File: src/rtl/pixel_writer_pkg.sv
// Shared types and constants for the pixel writer slice.
// Optional cycle counter is enabled by PIXEL_WRITER_CYCLE_COUNT_EN.
package pixel_writer_pkg;

  typedef enum logic [2:0] {
    S_IDLE,
    S_CAPTURE,
    S_WRITE,
    S_HANDSHAKE,
    S_FINISHED
  } state_t;

  localparam int PAL_N = 8;

  localparam logic [7:0] PALETTE [PAL_N] = '{
    8'h00, 8'h03, 8'h1F, 8'h1C,
    8'hFC, 8'hE0, 8'hE3, 8'hFF
  };

  localparam logic [7:0] BLACK = 8'h00;

endpackage

File: src/rtl/pixel_writer_if.sv
// Frame-buffer write port: request/ack handshake
// from the pixel writer to the VGA frame buffer.
interface pixel_writer_if #(
  parameter int ADDR_W  = 19,
  parameter int COLOR_W = 8
) ();

  logic               wr_en;
  logic [ADDR_W-1:0]  wr_addr;
  logic [COLOR_W-1:0] wr_data;
  logic               wr_ack;

  modport master (
    output wr_en, wr_addr, wr_data,
    input  wr_ack
  );

  modport slave (
    input  wr_en, wr_addr, wr_data,
    output wr_ack
  );

endinterface

File: src/rtl/pixel_writer_color_map.sv
// Iteration count to colour: black when in-set,
// otherwise a palette entry picked by log2(iterations+1).
module pixel_writer_color_map
  import pixel_writer_pkg::*;
#(
  parameter int COLOR_W = 8
) (
  input  logic [31:0]        iterations,
  input  logic [31:0]        max_iterations,
  output logic [COLOR_W-1:0] color
);

  logic [2:0] b;

  // Bucket edges sit at 2^k - 1; anything past 126 clamps to 7.
  always_comb begin
    b = 3'd0;
    unique case (1'b1)
      (iterations >= 32'd127):
        b = 3'd7;
      (iterations >= 32'd63) && (iterations < 32'd127):
        b = 3'd6;
      (iterations >= 32'd31) && (iterations < 32'd63):
        b = 3'd5;
      (iterations >= 32'd15) && (iterations < 32'd31):
        b = 3'd4;
      (iterations >= 32'd7) && (iterations < 32'd15):
        b = 3'd3;
      (iterations >= 32'd3) && (iterations < 32'd7):
        b = 3'd2;
      (iterations >= 32'd1) && (iterations < 32'd3):
        b = 3'd1;
      default:
        b = 3'd0;
    endcase
  end

  assign color = (iterations >= max_iterations)
               ? COLOR_W'(BLACK)
               : COLOR_W'(PALETTE[b]);

endmodule

File: src/rtl/pixel_writer.sv
// Consumes iterator results and writes colours in raster order.
// Define PIXEL_WRITER_CYCLE_COUNT_EN to enable frame_cycles.
module pixel_writer
  import pixel_writer_pkg::*;
#(
  parameter int H_RES   = 640,
  parameter int V_RES   = 480,
  parameter int ADDR_W  = 19,
  parameter int COLOR_W = 8
) (
  input  logic               clk,
  input  logic               rst,
  input  logic               done,
  input  logic               all_done,
  input  logic [31:0]        iterations,
  input  logic [31:0]        max_iterations,
  output logic               handshake,
  pixel_writer_if.master     fb,
  output logic [31:0]        pixel_count,
  output logic               frame_done,
  output logic [31:0]        frame_cycles
);

  localparam int X_W = (H_RES > 1) ? $clog2(H_RES) : 1;
  localparam int Y_W = (V_RES > 1) ? $clog2(V_RES) : 1;
  localparam logic [X_W-1:0] X_LAST = X_W'(H_RES - 1);
  localparam logic [Y_W-1:0] Y_LAST = Y_W'(V_RES - 1);

  state_t             state;
  logic [ADDR_W-1:0]  addr;
  logic [X_W-1:0]     x;
  logic [Y_W-1:0]     y;
  logic [COLOR_W-1:0] color_q;
  logic [COLOR_W-1:0] color_next;
  logic               wr_en_q;

  pixel_writer_color_map #(
    .COLOR_W(COLOR_W)
  ) u_color_map (
    .iterations    (iterations),
    .max_iterations(max_iterations),
    .color         (color_next)
  );

  assign fb.wr_en   = wr_en_q;
  assign fb.wr_addr = wr_en_q ? addr : '0;
  assign fb.wr_data = wr_en_q ? color_q : '0;

  always_ff @(posedge clk or posedge rst) begin
    if (rst) begin
      state       <= S_IDLE;
      addr        <= '0;
      x           <= '0;
      y           <= '0;
      color_q     <= '0;
      wr_en_q     <= 1'b0;
      handshake   <= 1'b0;
      pixel_count <= '0;
      frame_done  <= 1'b0;
    end else begin
      handshake <= 1'b0;
      unique case (state)
        S_IDLE: begin
          if (done) begin
            state <= S_CAPTURE;
          end else if (all_done) begin
            state      <= S_FINISHED;
            frame_done <= 1'b1;
          end
        end
        S_CAPTURE: begin
          color_q <= color_next;
          wr_en_q <= 1'b1;
          state   <= S_WRITE;
        end
        S_WRITE: begin
          if (fb.wr_ack) begin
            wr_en_q     <= 1'b0;
            handshake   <= 1'b1;
            pixel_count <= pixel_count + 32'd1;
            state       <= S_HANDSHAKE;
            // Last pixel of the frame wraps back to the origin.
            if (x == X_LAST && y == Y_LAST) begin
              addr <= '0;
              x    <= '0;
              y    <= '0;
            end else if (x == X_LAST) begin
              addr <= addr + 1'b1;
              x    <= '0;
              y    <= y + 1'b1;
            end else begin
              addr <= addr + 1'b1;
              x    <= x + 1'b1;
            end
          end
        end
        S_HANDSHAKE: state <= S_IDLE;
        S_FINISHED:  state <= S_FINISHED;
        default:     state <= S_IDLE;
      endcase
    end
  end

`ifdef PIXEL_WRITER_CYCLE_COUNT_EN
  logic [31:0] cyc_q;

  always_ff @(posedge clk or posedge rst) begin
    if (rst) begin
      cyc_q <= '0;
    end else if (state != S_FINISHED) begin
      cyc_q <= cyc_q + 32'd1;
    end
  end

  assign frame_cycles = cyc_q;
`else
  assign frame_cycles = '0;
`endif

endmodule

File: src/flat_wrapper.sv
// flat-port wrapper written by rule: the top's interface ports become plain ports
module pixel_writer_flat import pixel_writer_pkg::*;
#(
  parameter int H_RES   = 640,
  parameter int V_RES   = 480,
  parameter int ADDR_W  = 19,
  parameter int COLOR_W = 8
)
  (clk, rst, done, all_done, iterations, max_iterations, handshake, pixel_count, frame_done, frame_cycles, fb_wr_en, fb_wr_addr, fb_wr_data, fb_wr_ack);
  pixel_writer_if #(.ADDR_W(ADDR_W), .COLOR_W(COLOR_W)) fb_i ();
  input  logic clk;
  input  logic rst;
  input  logic done;
  input  logic all_done;
  input  logic [31:0] iterations;
  input  logic [31:0] max_iterations;
  output logic handshake;
  output logic [31:0] pixel_count;
  output logic frame_done;
  output logic [31:0] frame_cycles;
  output wire logic [$bits(fb_i.wr_en)-1:0] fb_wr_en;
  output wire logic [$bits(fb_i.wr_addr)-1:0] fb_wr_addr;
  output wire logic [$bits(fb_i.wr_data)-1:0] fb_wr_data;
  input wire logic [$bits(fb_i.wr_ack)-1:0] fb_wr_ack;
  assign fb_wr_en = fb_i.wr_en;
  assign fb_wr_addr = fb_i.wr_addr;
  assign fb_wr_data = fb_i.wr_data;
  assign fb_i.wr_ack = fb_wr_ack;
  pixel_writer #(.H_RES(H_RES), .V_RES(V_RES), .ADDR_W(ADDR_W), .COLOR_W(COLOR_W)) u_core (.clk(clk), .rst(rst), .done(done), .all_done(all_done), .iterations(iterations), .max_iterations(max_iterations), .handshake(handshake), .fb(fb_i), .pixel_count(pixel_count), .frame_done(frame_done), .frame_cycles(frame_cycles));
endmodule
File: config.mk
export PLATFORM = sky130hd
export DESIGN_NAME = pixel_writer_flat
export DESIGN_NICKNAME = d
export VERILOG_FILES = /design/src/rtl/pixel_writer_pkg.sv /design/src/rtl/pixel_writer_if.sv /design/src/rtl/pixel_writer_color_map.sv /design/src/rtl/pixel_writer.sv /design/src/flat_wrapper.sv
export SDC_FILE = /design/constraint.sdc
export NUM_CORES = 1
export LEC_CHECK = 0
export CORE_ASPECT_RATIO = 0.75
export CORE_UTILIZATION = 30
export CTS_CLUSTER_DIAMETER = 80
export CTS_CLUSTER_SIZE = 12
export DETAILED_ROUTE_END_ITERATION = 12
export GPL_TIMING_DRIVEN = 1
export PLACE_DENSITY = 0.6
export SLEW_MARGIN = 20
export SYNTH_ARGS = -nofsm -noshare
export SYNTH_HDL_FRONTEND = slang
export SYNTH_HIERARCHICAL = 1
export SYNTH_SLANG_ARGS = --single-unit
File: constraint.sdc
create_clock -name clk -period 4.55 [get_ports clk]
set_input_delay 0.455 -clock clk [delete_from_list [all_inputs] [get_ports clk]]
set_output_delay 0.455 -clock clk [all_outputs]
set_load 0.02 [all_outputs]
run_1/congestion.png
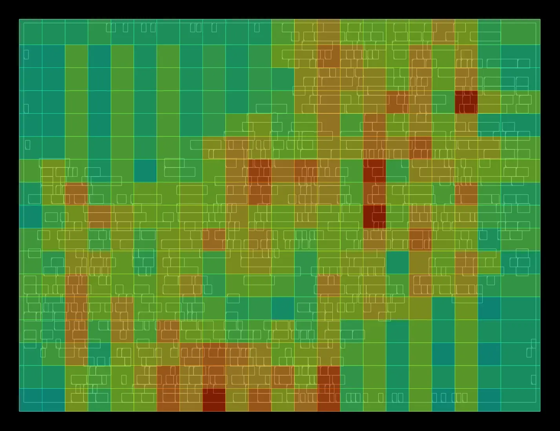
fin util: 40.5%
met1 Track Usage GR: 21.5%
Global Route met2 Usage: 19.6%

run_1/logic_types.png
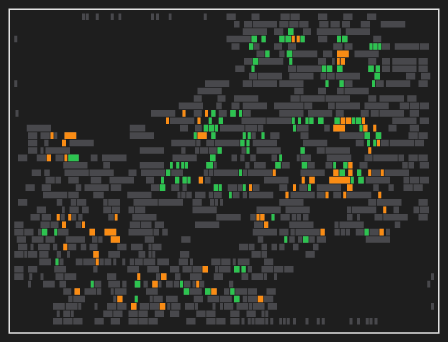
legend:
  orange:
    family: NOR gates
    cells: 68
  green:
    family: NAND gates
    cells: 103
Top cell excl fill/tap: clkdlybuf4s50_1
Layout Cells excl Fill: 954
Comb/total area: 40.7%

run_1/flops_by_reg.png
The bar under the picture is 50 um long. Other sequential cells in the stronger gray, the rest of the logic in the fainter gray.
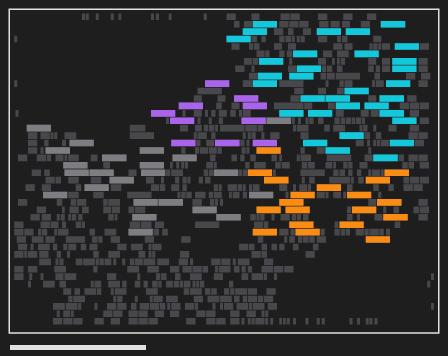
legend:
  purple:
    signal: `u_core/x`
    placed_flops: 10
  cyan:
    signal: `u_core/pixel_count`
    placed_flops: 32
    where: upper right
  orange:
    signal: `u_core/addr`
    placed_flops: 19
not colored: 23
Seq area share: 29.5%
sequential cell area: 2100 um^2
Seq group: 0.985 mW

==> run summary, run 1 <==
largest net degree at the start of global routing: 57
chip height: 118 um
Max Fclk: 396 MHz
Die W: 157 um
Final TNS setup: 0 ns
via count: 4372
# Max-Cap Violations: 0
final hold viol count: 0
RSZ-0062 raised after global routing: false
CTS Sinks: 84
LEAKAGE: 3.05 nW
Peak supply drop: 0.000216 V
Placer Congestion: 0.893
ant diodes: 0
Detailed Place HPWL: 9.52 mm
PortBufs: 130
vias in the first global route: 4030
CTS H-tree lvls: 3
Fill cells: 1776
Clock Path Buffers: 2
sequential element share of the synthesized area: 39.0%
Gate Count Post-Synth: 582
hold path start: u_core/frame_done
Post-synth ARST share: 100%
worst hold path type: flop to flop
DRT Pass-1 Iters: 4
CTS clk-pin slew, worst paths: 0.06 ns
Final Max Tran Viols: 0
max_slew headroom: 35.7%
Final min period: 2.52 ns
Root Buffer: clkbuf_16
CTS tree: yes
worst setup margin: 2.03 ns
Core Util at FP: 30.6%
initial antenna violation count: 0
most instantiated logic cells after routing: clkdlybuf4s50_1 (130), dfrtp_1 (84), nand2_1 (44)
number of enable flip-flop cells: 0
total wire length: 12.4 mm
nets: 812
Power Total: 2.49 mW
outcome: finished, final reports clean
row count: 42
Worst Setup End Kind: flop
Tightest Pin Transition: 0.957 ns
pre-CTS setup slack: 1.67 ns
==> run 1: synth_stat cells (all sizes together), types with 3 or more instances <==
| master | count | area, um^2 |
|---|---|---|
| a211oi | 3 | 27.5 |
| a21o | 3 | 22.5 |
| a21oi | 22 | 110 |
| a31oi | 5 | 31.3 |
| and2 | 30 | 188 |
| and3 | 5 | 31.3 |
| and4 | 8 | 70.1 |
| buf | 44 | 320 |
| clkbuf | 7 | 26.3 |
| dfrtp | 84 | 2100 |
| ha | 36 | 450 |
| inv | 43 | 161 |
| mux2 | 8 | 90.1 |
| mux2i | 6 | 60.1 |
| nand2 | 44 | 165 |
| nand3 | 26 | 130 |
| nand4 | 30 | 188 |
| nor2 | 32 | 120 |
| nor3 | 15 | 80.1 |
| nor4 | 17 | 134 |
| o211ai | 3 | 22.5 |
| o21ai | 24 | 120 |
| or3 | 6 | 37.5 |
| xnor2 | 38 | 333 |
| xor2 | 16 | 140 |
==> run 1: logic make-up (layout without fill, tap and decap cells) <==
family                   Yosys count  after routing  synth area share, %
flip-flops                        84             84                 39.0
adder cells (fa/ha/maj)           38             38                 8.75
other                              1             32               0.0696
multiplexers                      14             14                 2.79
XOR/XNOR                          54             54                 8.77
AND/OR/NAND/NOR                  225            225                 23.0
buffers and inverters             95            194                 9.49
AND-OR/OR-AND                     71             71                 8.10
==> run 1: cell type report <==
type | count | share of cell area, %
clock buffers | 9 | 3.16
clock inverters | 7 | 1.32
inverters | 44 | 2.35
multi-input cells | 434 | 40.7
flip-flops and latches | 84 | 29.5
well taps | 242 | 4.25
repair buffers | 134 | 18.7
==> run 1: worst max-delay path, stage by stage <==
cell and delay (ns):
clkdlybuf4s50_1 0.46, inv_1 0.04, ha_1 0.29, nand4_1 0.18, nor4_1 0.47, nand2_1 0.09
o211ai_1 0.34, nor2_1 0.14, mux2_2 0.28
==> run 1: sequential cells by signal, summed over array words and instances, names as in the netlist <==
name	flops
u_core/state	3
u_core/addr	19
u_core/color_q	8
u_core/fb.wr_en	1
u_core/y	9
u_core/frame_done	1
u_core/x	10
u_core/pixel_count	32
u_core/handshake	1
==> run 1: report_power, final <==
part           internal [mW]  switching (mW)
Combinational          0.364           0.365
Clock                  0.441           0.336
Sequential             0.847           0.138
Total                   1.65           0.839
==> run 1: worst max path at each step <==
stage,slack (ns),to,start
floorplan,1.93,u_core/addr[0],rst
global placement,1.70,u_core/color_q[4],max_iterations[29]
detailed placement,1.67,u_core/color_q[6],max_iterations[29]
CTS,1.93,fb_wr_addr[3],u_core/fb.wr_en
global route,1.81,u_core/addr[12],fb_wr_ack
finish,2.03,u_core/color_q[6],max_iterations[29]
==> run 1: per-layer routing <==
layer | share of wire [%] | global-route usage (%) | up-vias
met4 | 1.4 | 4.04 | 0
met5 | 0 | 0 | -
met1 | 53 | 21.5 | 2028
met2 | 41 | 19.6 | 110
met3 | 4.1 | 2.95 | 13
li1 | - | - | 2221
==> run 1: metrics by stage <==
stage | hold slack, ns | instance area (um^2) | util, %
detailed placement | 0.457 | 6800 | 38.6
finish | 0.471 | 7120 | 40.5
global placement | 0.462 | 6800 | 38.6
CTS | 0.477 | 7120 | 40.4
global route | 0.499 | 7120 | 40.5
floorplan | 0.453 | 5510 | -
--- run 2 (diff from run 1) ---
- clock period: 4.55 -> 2.6 ns (I/O delays scaled with it)
run_2/flops_by_reg.png
The bar under the picture is 50 um long. Other sequential cells in the stronger gray, the rest of the logic in the fainter gray.
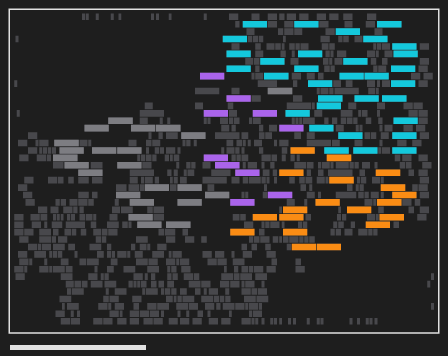
legend:
  purple:
    signal: `u_core/x`
    placed_flops: 10
  orange:
    signal: `u_core/addr`
    placed_flops: 19
  cyan:
    signal: `u_core/pixel_count`
    placed_flops: 32
    where: upper right
Seq group: 1.69 mW
fin util: 40.9%

==> run summary, run 2 <==
Post-synth ARST share: 100%
routed wire length on met2: 5.21 mm
Cell area leaders: dfrtp_1 (39%), ha_1 (8.4%), xnor2_1 (6.2%)
most frequent cell after synthesis: dfrtp_1
Area leader share: 39.0%
pre-CTS setup slack: -0.0235 ns
Final min period: 2.33 ns
CTS Sinks: 84
slowest library cell on the worst path: nor4_1
outcome: finished, final reports clean
Top cell excl fill/tap: clkdlybuf4s50_1
row count: 42
Power Total: 4.28 mW
Layout area overhead: 33.7%
initial antenna violation count: 0
num ports: 163
RSZ-0062 raised after global routing: false
Yosys Warn Count: 6
Sequential Power Share: 39.4%
most flop-heavy register: u_core/pixel_count
sequential element share of the synthesized area: 39.0%
hold_buf cts: 0
max FFs per register: 32
largest net degree at the start of global routing: 43
worst path cell trace: clkdlybuf4s50_1 -> inv_1 -> ha_1 -> nand4_1 -> nor4_1 -> nand2_1 -> o211ai_1 -> buf_4 -> a21oi_1 -> mux2_2
Die W: 157 um
Peak supply drop: 0.000394 V
DRT Pass-1 Iters: 4
final hold viol count: 0
LEAKAGE: 3.11 nW
Root Buffer: clkbuf_16
PortBufs: 130
CTS tree: yes
Final Max Tran Viols: 0
Clock Path Buffers: 2
Gate Count Post-Synth: 582
top routing layer in use: met4
Placer Congestion: 0.873
Clk network pwr share: 28.5%
Worst Setup End Kind: flop
worst setup margin: 0.275 ns
# Max-Cap Violations: 0
vias in the first global route: 4152
kind of critical path: input pin to flop
ant diodes: 0
total wire length: 12.6 mm
CTS H-tree lvls: 3
via count: 4394
max_slew headroom: 53.8%
crit-path max cell delay: 0.51 ns
Detailed Place HPWL: 9.81 mm
CP startpoint: max_iterations[29]
CTS clk-pin slew, worst paths: 0.06 ns
skew final: 0.00984 ns
most instantiated logic cells after routing: clkdlybuf4s50_1 (130), dfrtp_1 (84), nand2_1 (44)
Gate power share: 32.1%
nets: 825
Tightest Pin Transition: 0.690 ns
Final setup viols: 0
Sw Ratio: 33.6%
top flop regs: u_core/pixel_count: 32 flops, u_core/addr: 19 flops, u_core/x: 10 flops
met3 routed WL: 546 um
Log Warnings: 26
number of enable flip-flop cells: 0
Synth Flop Type: dfrtp_1
Core Util at FP: 30.6%
Max Fclk: 430 MHz
Synth area leader: dfrtp_1
CORE AREA: 17600 um^2
CTS buffer count: 9
commonest cells in the netlist: dfrtp_1 (84), nand2_1 (44), inv_1 (43), buf_4 (38), xnor2_1 (38)
syn_area_per_cell: 9.26 um^2
internal power: 2.85 mW
worst hold path type: input pin to async pin
NetSw: 1.44 mW
reg-to-reg slack, setup: 0.39 ns
chip height: 118 um
Met1 Routed Length: 6.69 mm
run_2/logic_types.png
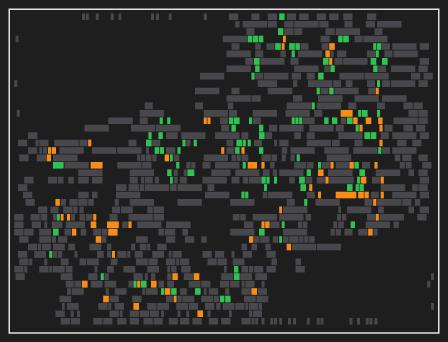
legend:
  orange:
    family: NOR gates
    cells: 68
  green:
    family: NAND gates
    cells: 103
Layout Cells excl Fill: 967
Comb/total area: 40.2%

[run 2: cell counts after synthesis]
No cell type changed its count.
[run 2: critical path, delay by kind of cell]
family,cells,cell delay (ns)
AND/OR/NAND/NOR,3,0.79
AND-OR/OR-AND,2,0.25
adder cells (fa/ha/maj),1,0.31
buffers and inverters,3,0.64
multiplexers,1,0.29
[run 2: area by class of cell]
cell class | count | area (um^2)
Timing Repair Buffer | 147 | 1450
Clock buffer | 10 | 239
Sequential cell | 84 | 2100
Multi-Input combinational cell | 434 | 2890
Tap cell | 242 | 303
Fill cell | 1746 | 10400
Clock inverter | 6 | 47.5
Inverter | 44 | 166
[run 2: power by group through the flow]
| stage | clock (mW) | combinational [mW] | sequential, mW |
|---|---|---|---|
| 2_1_floorplan | 0 | 0.825 | 1.68 |
| 3_3_place_gp | 0 | 1.37 | 1.71 |
| 3_5_place_dp | 0 | 1.38 | 1.71 |
| 4_1_cts | 1.26 | 1.39 | 1.69 |
| 5_1_grt | 1.31 | 1.51 | 1.73 |
| 6_report | 1.22 | 1.38 | 1.69 |
[run 2: through the flow]
step	cell area, um^2	setup TNS (ns)	cells	utilization, %	hold WS (ns)
final	7200	0	967	40.9	0.210
after global routing	7200	0	967	40.9	0.256
after CTS	7200	0	967	40.9	0.217
after detailed placement	6920	-0.0620	951	39.3	0.466
after global placement	6920	0	951	39.3	0.461
after floorplan	5510	0	613	-	0.438
[run 2: worst paths after layout]
kind / to / cells past startpoint
setup / recovery: u_core/color_q[2] / 10
hold / removal: u_core/pixel_count[28] / 2
setup reg to reg: u_core/addr[15] / 4
hold reg to reg: u_core/pixel_count[31] / 1
max in group asynchronous: u_core/x[8] / 3
min in group clk: u_core/pixel_count[31] / 1
[run 2: logic make-up after synthesis]
kind of cell             count (synthesis)  share of synthesized area [%]
AND/OR/NAND/NOR                        225                           23.0
AND-OR/OR-AND                           71                           8.10
XOR/XNOR                                54                           8.77
other                                    1                         0.0696
adder cells (fa/ha/maj)                 38                           8.75
multiplexers                            14                           2.79
buffers and inverters                   95                           9.49
flip-flops                              84                           39.0
[run 2: metal layers]
layer,track usage (%),vias to the layer above
met5,0,-
met4,3.80,0
met3,2.80,15
met2,20.3,107
met1,21.9,2030
li1,-,2242
Power and IR drop assume default switching activity.
